===== config.mk =====
export PLATFORM = sky130hd
export DESIGN_NAME = display_writer
export DESIGN_NICKNAME = d
export VERILOG_FILES = /design/src/rtl/display_writer.sv
export SDC_FILE = /design/constraint.sdc
export NUM_CORES = 1
export LEC_CHECK = 0
export CAP_MARGIN = 25
export CORE_MARGIN = 1
export CORE_UTILIZATION = 38
export CTS_BUF_LIST = sky130_fd_sc_hd__clkbuf_2 sky130_fd_sc_hd__clkbuf_4 sky130_fd_sc_hd__clkbuf_8
export DETAILED_ROUTE_END_ITERATION = 10
export PLACE_DENSITY = 0.67
export SETUP_SLACK_MARGIN = 0.15
export SLEW_MARGIN = 15
export SYNTH_ARGS = -nofsm -noshare
export SYNTH_HDL_FRONTEND = slang
export SYNTH_SLANG_ARGS = --single-unit

===== constraint.sdc =====
create_clock -name clock -period 4.25 [get_ports clock]
set_clock_uncertainty 0.1 [all_clocks]
set_input_delay 0.425 -clock clock [delete_from_list [all_inputs] [get_ports clock]]
set_output_delay 0.425 -clock clock [all_outputs]
set_load 0.01 [all_outputs]

===== src/rtl/display_writer.sv =====
// display_writer: converts a 27-bit binary value to eight decimal digits with a
// serial shift-add-3 (double dabble) pass, then writes the digits to a display
// controller from the leftmost position down to the rightmost, with leading-zero
// blanking. Values above 99_999_999 skip the conversion and show eight dashes.
module display_writer (
    input  logic        clock,
    input  logic        reset,
    input  logic        start,
    input  logic [26:0] value,
    output logic [3:0]  dig,
    output logic [3:0]  pos,
    output logic        busy,
    output logic        done
);

    typedef enum logic [1:0] {
        IDLE = 2'd0,
        CONV = 2'd1,
        EMIT = 2'd2,
        DONE = 2'd3
    } state_t;

    localparam logic [26:0] OVF_LIMIT  = 27'd99_999_999;
    localparam logic [4:0]  LAST_ITER  = 5'd26;
    localparam logic [3:0]  CODE_DASH  = 4'hE;
    localparam logic [3:0]  CODE_BLANK = 4'hF;
    localparam logic [3:0]  POS_NONE   = 4'hF;
    localparam logic [3:0]  POS_LEFT   = 4'd7;

    state_t      state_q, state_d;
    logic [26:0] shift_q, shift_d;
    logic [31:0] bcd_q,   bcd_d;
    logic [4:0]  iter_q,  iter_d;
    logic        ovf_q,   ovf_d;
    logic [3:0]  dig_q,   dig_d;
    logic [3:0]  pos_q,   pos_d;
    logic        busy_q,  busy_d;
    logic        done_q,  done_d;
    logic [58:0] step_s;

    // One double-dabble iteration: correct every BCD digit >= 5 by adding 3,
    // then shift the combined {bcd, binary} register left by one bit.
    function automatic logic [58:0] dabble_step(input logic [31:0] bcd_in,
                                                input logic [26:0] bin_in);
        logic [31:0] adj;
        adj = bcd_in;
        for (int i = 0; i < 8; i++) begin
            if (adj[4*i +: 4] >= 4'd5) begin
                adj[4*i +: 4] = adj[4*i +: 4] + 4'd3;
            end else begin
                adj[4*i +: 4] = adj[4*i +: 4];
            end
        end
        return {adj[30:0], bin_in[26], bin_in[25:0], 1'b0};
    endfunction

    // Display code for one position: the BCD numeral, or blank when this
    // position and everything to its left is zero (position 0 never blanks).
    function automatic logic [3:0] digit_code(input logic [31:0] bcd_in,
                                              input logic [2:0]  p);
        logic       all_zero_left;
        logic [3:0] code;
        all_zero_left = 1'b1;
        for (int i = 0; i < 8; i++) begin
            if ((i >= int'(p)) && (bcd_in[4*i +: 4] != 4'd0)) begin
                all_zero_left = 1'b0;
            end else begin
                all_zero_left = all_zero_left;
            end
        end
        if ((p != 3'd0) && all_zero_left) begin
            code = CODE_BLANK;
        end else begin
            code = bcd_in[{p, 2'b00} +: 4];
        end
        return code;
    endfunction

    assign step_s = dabble_step(bcd_q, shift_q);

    // State, datapath and output registers with synchronous reset.
    always_ff @(posedge clock) begin
        if (reset) begin
            state_q <= IDLE;
            shift_q <= 27'd0;
            bcd_q   <= 32'd0;
            iter_q  <= 5'd0;
            ovf_q   <= 1'b0;
            dig_q   <= CODE_BLANK;
            pos_q   <= POS_NONE;
            busy_q  <= 1'b0;
            done_q  <= 1'b0;
        end else begin
            state_q <= state_d;
            shift_q <= shift_d;
            bcd_q   <= bcd_d;
            iter_q  <= iter_d;
            ovf_q   <= ovf_d;
            dig_q   <= dig_d;
            pos_q   <= pos_d;
            busy_q  <= busy_d;
            done_q  <= done_d;
        end
    end

    // Next-state and datapath update: capture, convert, walk positions, finish.
    always_comb begin
        state_d = state_q;
        shift_d = shift_q;
        bcd_d   = bcd_q;
        iter_d  = iter_q;
        ovf_d   = ovf_q;
        case (state_q)
            IDLE: begin
                if (start) begin
                    shift_d = value;
                    bcd_d   = 32'd0;
                    iter_d  = 5'd0;
                    if (value > OVF_LIMIT) begin
                        ovf_d   = 1'b1;
                        state_d = EMIT;
                    end else begin
                        ovf_d   = 1'b0;
                        state_d = CONV;
                    end
                end else begin
                    state_d = IDLE;
                end
            end
            CONV: begin
                bcd_d   = step_s[58:27];
                shift_d = step_s[26:0];
                iter_d  = iter_q + 5'd1;
                if (iter_q == LAST_ITER) begin
                    state_d = EMIT;
                end else begin
                    state_d = CONV;
                end
            end
            EMIT: begin
                if (pos_q == 4'd0) begin
                    state_d = DONE;
                end else begin
                    state_d = EMIT;
                end
            end
            DONE: begin
                state_d = IDLE;
            end
            default: begin
                state_d = IDLE;
            end
        endcase
    end

    // Output next values, derived from the upcoming state so every output
    // comes straight from a flop and lines up with its state's cycle.
    always_comb begin
        dig_d  = CODE_BLANK;
        pos_d  = POS_NONE;
        busy_d = 1'b0;
        done_d = 1'b0;
        case (state_d)
            IDLE: begin
                busy_d = 1'b0;
            end
            CONV: begin
                busy_d = 1'b1;
            end
            EMIT: begin
                busy_d = 1'b1;
                if (state_q == EMIT) begin
                    pos_d = pos_q - 4'd1;
                end else begin
                    pos_d = POS_LEFT;
                end
                if (ovf_d) begin
                    dig_d = CODE_DASH;
                end else begin
                    dig_d = digit_code(bcd_d, pos_d[2:0]);
                end
            end
            DONE: begin
                done_d = 1'b1;
            end
            default: begin
                busy_d = 1'b0;
            end
        endcase
    end

    assign dig  = dig_q;
    assign pos  = pos_q;
    assign busy = busy_q;
    assign done = done_q;

endmodule


**M3 wires**

Scale bar: 20 µm.
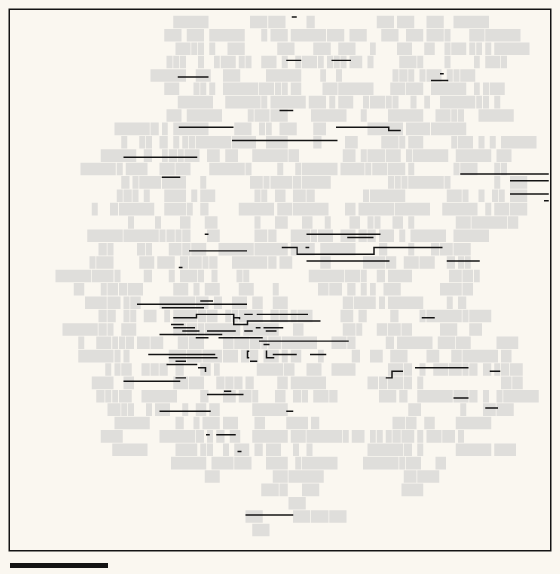
main direction = horizontal
nets with wire on the layer = 46
share of all routed wire = 4.0%

**Met2 routing**

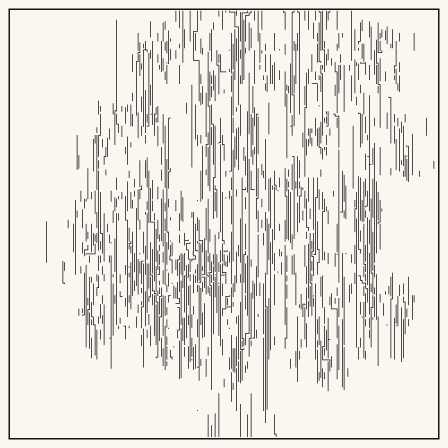
longest straight run = 44.7 µm
share of all routed wire = 48%
nets with wire on the layer = 525
main direction = vertical

==> qor.csv <==
stage;metric;value;unit
synth;async_flop_share;0;
sta;report.final.slew_viol_count;0;
hold_path;min_path_cells;2;
layout;layout-drive-gt1-share;0.0620;
route;dr_total_vias;4200;
placement;io_buffers;39;
floorplanning;rows;39;
global_routing;grt_max_degree;56;
global_routing;gr-max-usage-layer;met2;
synth;ys_seq_share;0.349;
synth;synth_area;4420;µm²
synth;adder_share;0.0645;
synth;ys_top_cells_by_count;87 x nand2_1, 82 x nor2_1, 77 x dfxtp_1, 36 x a21oi_1, 28 x a311oi_1;
synth;avgSynthCellArea;7.74;µm²
global_routing;grtUsageMet2;0.319;
layout;reg_top3;bcd_q (32), shift_q (27), iter_q (5);
synth;ys_sh_simple;0.248;
route;drt_iter0_drc;361;
layout;fin_area;5090;µm²
layout;largest-register;bcd_q;
power_and_ir_drop;power_frac_seq;0.479;
worst_setup_path;critPathRequiredTime;4400;ps
layout;diodes;0;
route;drc;0;
power_and_ir_drop;comb_cell_power;355;µW
layout;post-route-util;0.447;
floorplanning;coreArea;11400;µm²
power_and_ir_drop;p_seq;814;µW
worst_setup_path;path_depth;8;
power_and_ir_drop;power_frac_clock;0.312;
sta;layout_setup_ws;1220;ps
worst_setup_path;regToRegEndpoint;dig[2];
worst_setup_path;worstSetupPathType;flop to flop;
sta;setup_viol;0;
placement;gp_congestion;0.875;
global_routing;grt_overflow;0;
worst_setup_path;critical_path_buf_inv_count;1;
power_and_ir_drop;powerClk;531;µW
layout;fin_nets;644;
sta;fmax;330;MHz
power_and_ir_drop;p_per_area;334;nW/µm²
layout;sh_comb_area;0.518;
layout;flop_area;1540;µm²
synth;synthDistinctLibCells;63;
cts;cts_setup_buffers;0;
floorplanning;fp_util;0.389;
layout;nNonClkBuffers;50;
synth;ys.flops;77;
hold_path;hp-class;flop to flop;
sta;fin_crit;3030;ps
worst_setup_path;end_kind;flop;
cts;clk_latency;360;ps
layout;nClkBuffers;9;
layout;layout_top_cells;87 x nand2_1, 82 x nor2_1, 77 x dfxtp_1, 38 x clkdlybuf4s50_1, 36 x a21oi_1;
synth;netlist_top_cells_area;dfxtp_1 35%, nand2_1 7.4%, nor2_1 7.0%;
cts;h-tree-depth;3;
route;ant_nets;0;
cts;clock_sinks;77;
layout;logic_gate_count;432;
sta;max-slew-margin-rel;0.538;
route;drt_pass1_iterations;5;
route;via_per_inst;5.68;
route;highest-signal-layer;met4;
synth;yosysWarnings;0;
worst_setup_path;cp_top_family;simple AND/OR/NAND/NOR gates;
synth;ys_cells;571;
power_and_ir_drop;p_leak;0.00187;µW
worst_setup_path;slowest_stage;dfxtp_1;
route;wl_met3;466;µm
synth;top_area_cell;dfxtp_1;
sta;tns;0;ps
power_and_ir_drop;p_int;1130;µW
global_routing;antenna_found_initial;0;
worst_setup_path;worstRegToRegCells;8;
global_routing;grt_util_met3;0.0373;
route;routedWlPerCell;15.7;µm
floorplanning;fp.dieW;110;µm
outcome;status;complete, no violations;
worst_setup_path;crit_start;state_q[0];
placement;hpwl;8120;µm
placement;pre_cts_slack;1080;ps
synth;syn_nets;623;
cts;cts_tree;yes;
power_and_ir_drop;p_sw;575;µW
cts;clockBufferDepth;2;
global_routing;grt_pass1_wl;18700;µm
